<file path="src/rtl/regfile_arb_pkg.sv">
// Shared types and default widths for the register-file write arbiter.
package regfile_arb_pkg;

  localparam int DEF_DATA_W = 32;
  localparam int DEF_ADDR_W = 4;

  typedef enum logic {
    ST_IDLE  = 1'b0,
    ST_WRITE = 1'b1
  } state_t;

endpackage

</file>
<file path="src/rtl/rr_arb2.sv">
// Two-requester round-robin pick with a last-winner flag that only moves on update.
module rr_arb2 (
  input  logic clock,
  input  logic reset,
  input  logic req_a,
  input  logic req_b,
  input  logic update,
  output logic pick_b
);

  logic last_b;

  // B wins alone, or on a tie when A won last time.
  assign pick_b = req_b & (~req_a | ~last_b);

  // NOTE: sequential state uses non-blocking assignments so every flop samples pre-edge values.
  always_ff @(posedge clock) begin
    if (reset) begin
      last_b <= 1'b1;
    end else if (update) begin
      last_b <= pick_b;
    end
  end

endmodule

</file>
<file path="src/rtl/regfile_write_arbiter.sv">
// Two-port write arbiter for a register file; all outputs are registered.
// Optional macro REGFILE_ARB_R0_PROTECT_EN suppresses the write enable for register 0.
module regfile_write_arbiter
  import regfile_arb_pkg::*;
#(
  parameter int DATA_W = DEF_DATA_W,
  parameter int ADDR_W = DEF_ADDR_W
) (
  input  logic                 clock,
  input  logic                 reset,
  input  logic                 req_a,
  input  logic                 req_b,
  input  logic [ADDR_W-1:0]    addr_a,
  input  logic [ADDR_W-1:0]    addr_b,
  input  logic [DATA_W-1:0]    data_a,
  input  logic [DATA_W-1:0]    data_b,
  output logic                 gnt_a,
  output logic                 gnt_b,
  output logic [2**ADDR_W-1:0] reg_we,
  output logic [DATA_W-1:0]    wdata,
  output logic                 busy
);

  localparam int NREG = 2**ADDR_W;

  state_t            state, state_nxt;
  logic              pick_b;
  logic              arb_update;
  logic [ADDR_W-1:0] win_addr;
  logic [DATA_W-1:0] win_data;
  logic [NREG-1:0]   win_we;
  logic              gnt_a_nxt, gnt_b_nxt, busy_nxt;
  logic [NREG-1:0]   reg_we_nxt;
  logic [DATA_W-1:0] wdata_nxt;

  rr_arb2 u_rr_arb2 (
    .clock  (clock),
    .reset  (reset),
    .req_a  (req_a),
    .req_b  (req_b),
    .update (arb_update),
    .pick_b (pick_b)
  );

  assign win_addr = pick_b ? addr_b : addr_a;
  assign win_data = pick_b ? data_b : data_a;

  // NOTE: every variable driven in always_comb gets a default first so no latch is inferred.
  always_comb begin
    win_we           = '0;
    win_we[win_addr] = 1'b1;
`ifdef REGFILE_ARB_R0_PROTECT_EN
    if (win_addr == '0) win_we = '0;
`endif
  end

  always_comb begin
    state_nxt  = state;
    arb_update = 1'b0;
    gnt_a_nxt  = 1'b0;
    gnt_b_nxt  = 1'b0;
    busy_nxt   = 1'b0;
    reg_we_nxt = '0;
    wdata_nxt  = '0;
    case (state)
      ST_IDLE: begin
        if (req_a || req_b) begin
          state_nxt  = ST_WRITE;
          arb_update = 1'b1;
          gnt_a_nxt  = ~pick_b;
          gnt_b_nxt  = pick_b;
          busy_nxt   = 1'b1;
          reg_we_nxt = win_we;
          wdata_nxt  = win_data;
        end
      end
      // Requests are ignored here; the write lasts exactly one cycle.
      ST_WRITE: state_nxt = ST_IDLE;
      default:  state_nxt = ST_IDLE;
    endcase
  end

  always_ff @(posedge clock) begin
    if (reset) begin
      state  <= ST_IDLE;
      gnt_a  <= 1'b0;
      gnt_b  <= 1'b0;
      busy   <= 1'b0;
      reg_we <= '0;
      wdata  <= '0;
    end else begin
      state  <= state_nxt;
      gnt_a  <= gnt_a_nxt;
      gnt_b  <= gnt_b_nxt;
      busy   <= busy_nxt;
      reg_we <= reg_we_nxt;
      wdata  <= wdata_nxt;
    end
  end

endmodule

</file>
<file path="config.mk">
export PLATFORM = sky130hd
export DESIGN_NAME = regfile_write_arbiter
export DESIGN_NICKNAME = d
export VERILOG_FILES = /design/src/rtl/regfile_arb_pkg.sv /design/src/rtl/rr_arb2.sv /design/src/rtl/regfile_write_arbiter.sv
export SDC_FILE = /design/constraint.sdc
export NUM_CORES = 1
export LEC_CHECK = 0
export CAP_MARGIN = 20
export CORE_MARGIN = 4
export CORE_UTILIZATION = 33
export DETAILED_ROUTE_END_ITERATION = 8
export HOLD_SLACK_MARGIN = 0.05
export PLACE_DENSITY = 0.78
export SYNTH_ARGS = -nofsm -noshare
export SYNTH_HDL_FRONTEND = slang
export SYNTH_SLANG_ARGS = --single-unit
</file>
<file path="constraint.sdc">
create_clock -name clock -period 1.8 [get_ports clock]
set_input_delay 0.54 -clock clock [delete_from_list [all_inputs] [get_ports clock]]
set_output_delay 0.54 -clock clock [all_outputs]
set_load 0.02 [all_outputs]
</file>
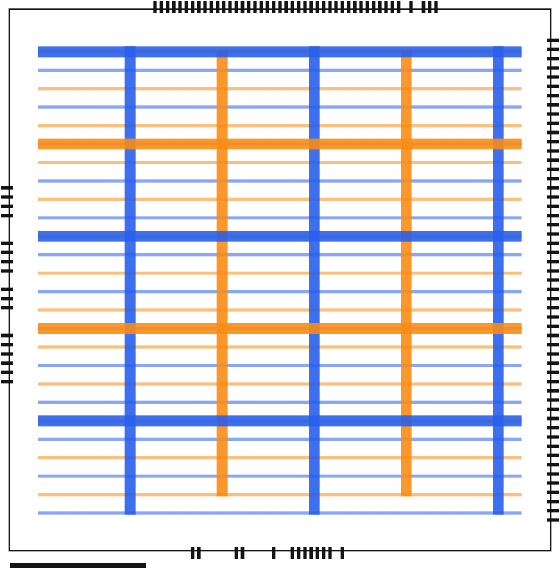
*Power grid*
Scale bar: 20 um. Pins as bars on the die edge.
Blue marks VSS. Orange marks VDD.
26 met1 rails follow the rows. The core has 25 rows.
area of the core: 4850 sq um
Die Ht: 79.6 um
maximum vdd drop: 0.000300 V
die boundary width: 79.6 um

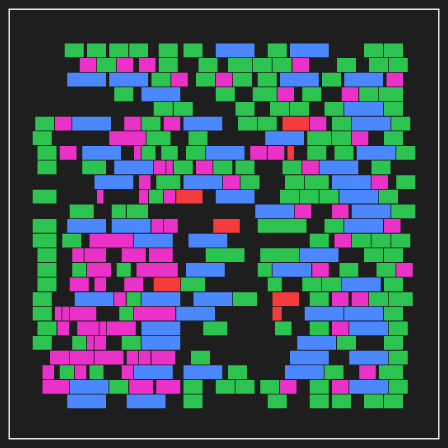
*Cell classes on the final placement*
Blue marks flip-flops, cells 52. Magenta marks all other logic, cells 76. Green marks other buffers and delay cells, cells 142. Red marks clock drivers and dummy loads, cells 7.

==> results.yml <==
# flow metrics
outcome:
  outcome: "completed"
setup_path:
  reg2reg_to: "reg_we[2]"
  worst-endpoint-required_ns: 1.26
  worst_path_largest_cell_delay_ns: 0.61
  r2r.worst_path.cells: 4
  worstPathArrival_ns: 1.23
  maximum_fanout_count_along_the_critical_path: 1
  cp.buffers_inverters: 1
  worstSetupEndpointType: "output pin"
  critPathTopFamily: "buffers and inverters"
  critPathCapture: "wdata[7]"
  r2r_slack_ns: 0.42
  worstSetupStartpoint: "wdata[7]"
  worstReg2RegStart: "u_rr_arb2.last_b"
  critical_path_class: "reg2out"
  cp_num_cells: 1
  path_cells: "clkdlybuf4s50_1"
  timing.critical_path.from_type: "flip-flop"
routing:
  routed_wire_length_per_instance_um: 16.8
  detail_route.first_pass.iterations: 4
  route.detailed.vias_per_inst: 4.85
  highest_layer: "met4"
  drc: 0
  drt_iter0_drc: 40
  route.layer.met1.wl_um: 2150
  wl_met3_um: 596
  ant_nets: 0
  detailroute.wirelength.met2_um: 2960
  num_vias: 1668
grt:
  globalRouteOverflowTotal: 0
  grt_max_degree: 29
  grt_first_pass_wirelength_um: 8240
  gr-max-usage-layer: "met2"
  track_usage_pct: 17.1
  met3_usage_pct: 5.42
  first_global_vias: 1589
  grt_use_met2_pct: 31.1
  grt_antenna_before_repair: 0
run:
  cap_viol_max_count: 0
  stage_log_warnings: 26
finish:
  final_area_sq_um: 3370
  nMultiInputCombCells: 75
  final_net_count: 353
  layout_top_cell_excl_fill_tap: "sky130_fd_sc_hd__clkdlybuf4s50_1"
  post-route-util_pct: 69.5
  regMostFlops: "wdata"
  n_sequential_cell: 52
  number_of_antenna_cells_inserted: 0
  layout-area-overhead-vs-synth_pct: 99.2
  area.sequential_sq_um: 1040
  flip_flop_count_of_the_largest_register_all_copies_and_words_added: 32
  biggestCellCategory: "buffers"
  final.clkbuf_count: 6
  fillers: 347
  top_regs: "wdata: 32 flops, reg_we: 16 flops"
  seq_share_pct: 30.9
  buffers_excl_clock: 142
  layout.nonclk_buf_share_pct: 43.6
  drive_gt1_share_pct: 14.4
  final-instance-count-excl-fill: 344
  final-clk-cell-share_pct: 2.30
  comb_area_share_pct: 20.6
  combGateArea_sq_um: 693
placed_design:
  detailed_place.area_sq_um: 3110
  dp_worst_setup_slack_ns: -0.346
  numPortBuffers: 126
  dp_hpwl_um: 4420
  globalplace.congestion: 0.774
logic_synthesis:
  synth_area_leader_cell: "sky130_fd_sc_hd__dfxtp_1"
  synthesized_area_sq_um: 1690
  synth-xor-area-share_pct: 0
  logic_family: "AND-OR/OR-AND gates"
  yosys.cell_count.top_type: "sky130_fd_sc_hd__dfxtp_1"
  synth_compound_gate_area_share_pct: 18.0
  ys.flop_type: "sky130_fd_sc_hd__dfxtp_1"
  ys_sh_simple_pct: 10.2
  syn_inst: 138
  edf_count: 0
  syn_avg_cell_area_sq_um: 12.3
  syn_nets: 214
  synth.yosys.warnings: 0
  adder_share_pct: 0
  part_of_the_yosys_area_used_for_sequential_elements_pct: 61.5
  synth_stat.cells: 138
  ys_top_cells_by_count: "sky130_fd_sc_hd__dfxtp_1 (52), sky130_fd_sc_hd__a22o_1 (32), sky130_fd_sc_hd__nor4_1 (16), sky130_fd_sc_hd__buf_2 (6), sky130_fd_sc_hd__mux2i_1 (5)"
  mux_area_share_pct: 6.88
  yosysTopAreaCellShare_pct: 61.5
  tally_of_unique_sky130hd_cells_used_after_synthesis: 20
  netlist_top_cells_area: "sky130_fd_sc_hd__dfxtp_1 (62%), sky130_fd_sc_hd__a22o_1 (17%), sky130_fd_sc_hd__nor4_1 (5.9%)"
  synth.yosys.chip_area_sq_um: 1690
  synth.ff_latch_count: 52
floorplanning:
  design.portCount: 127
  tapcell.inserted: 67
  fp.dieArea_sq_um: 6340
  floorplan.initialDensity_pct: 34.9
  row_count: 25
cts:
  cts-root-buf: "sky130_fd_sc_hd__clkbuf_8"
  post_cts_hold_buffer_count: 0
  clkSinkCount: 52
  clock_insertion_delay_at_the_later_pin_of_the_skew_report_ns: 0.30
  cts-buffers-inserted: 5
  max-clock-path-buffers: 2
  path_clk_slew_ns: 0.09
  cts-resized-gates: 5
  cts.repair_timing.setup_buffer_count: 0
  clock_tree_from_tritoncts: "yes"
power_and_ir_drop:
  powerClk_uw: 608
  design_power_total_uw: 2420
  swShare_pct: 24.9
  combinationalPower_uw: 585
  power_report.internal_total_uw: 1820
  comb_power_share_pct: 24.2
  power.switching_uw: 603
  power-per-cell-area_nw_per_um2: 718
  seqPwrFrac_pct: 50.7
  power.sequential.total_uw: 1230
  largestPowerGroup: "sequential cells"
sta:
  timing.max_slew.rel_slack_pct: 75.7
  min_period_over_period_pct: 98.4
  timing_worst_slew_pin_value_ns: 0.357
  final-hold-violation-count: 0
  clock_skew_after_layout_ns: 0.0141
  hold_ws_ns: 0.561
  setup_tns_ns: 0
  post-route-min-period_ns: 1.77
  report.final.setup_viol: 0
  timing.fmax_ghz: 0.565
  grt_setup_unrepaired: "false"
  setup_ws_post_layout_ns: 0.0293
hold_path:
  timing.hold.worst_path_depth: 1
  hp-start: "u_rr_arb2.last_b"
  hold_path_end: "u_rr_arb2.last_b"
  min_path_type: "reg2reg"
Power and IR drop assume default switching activity.
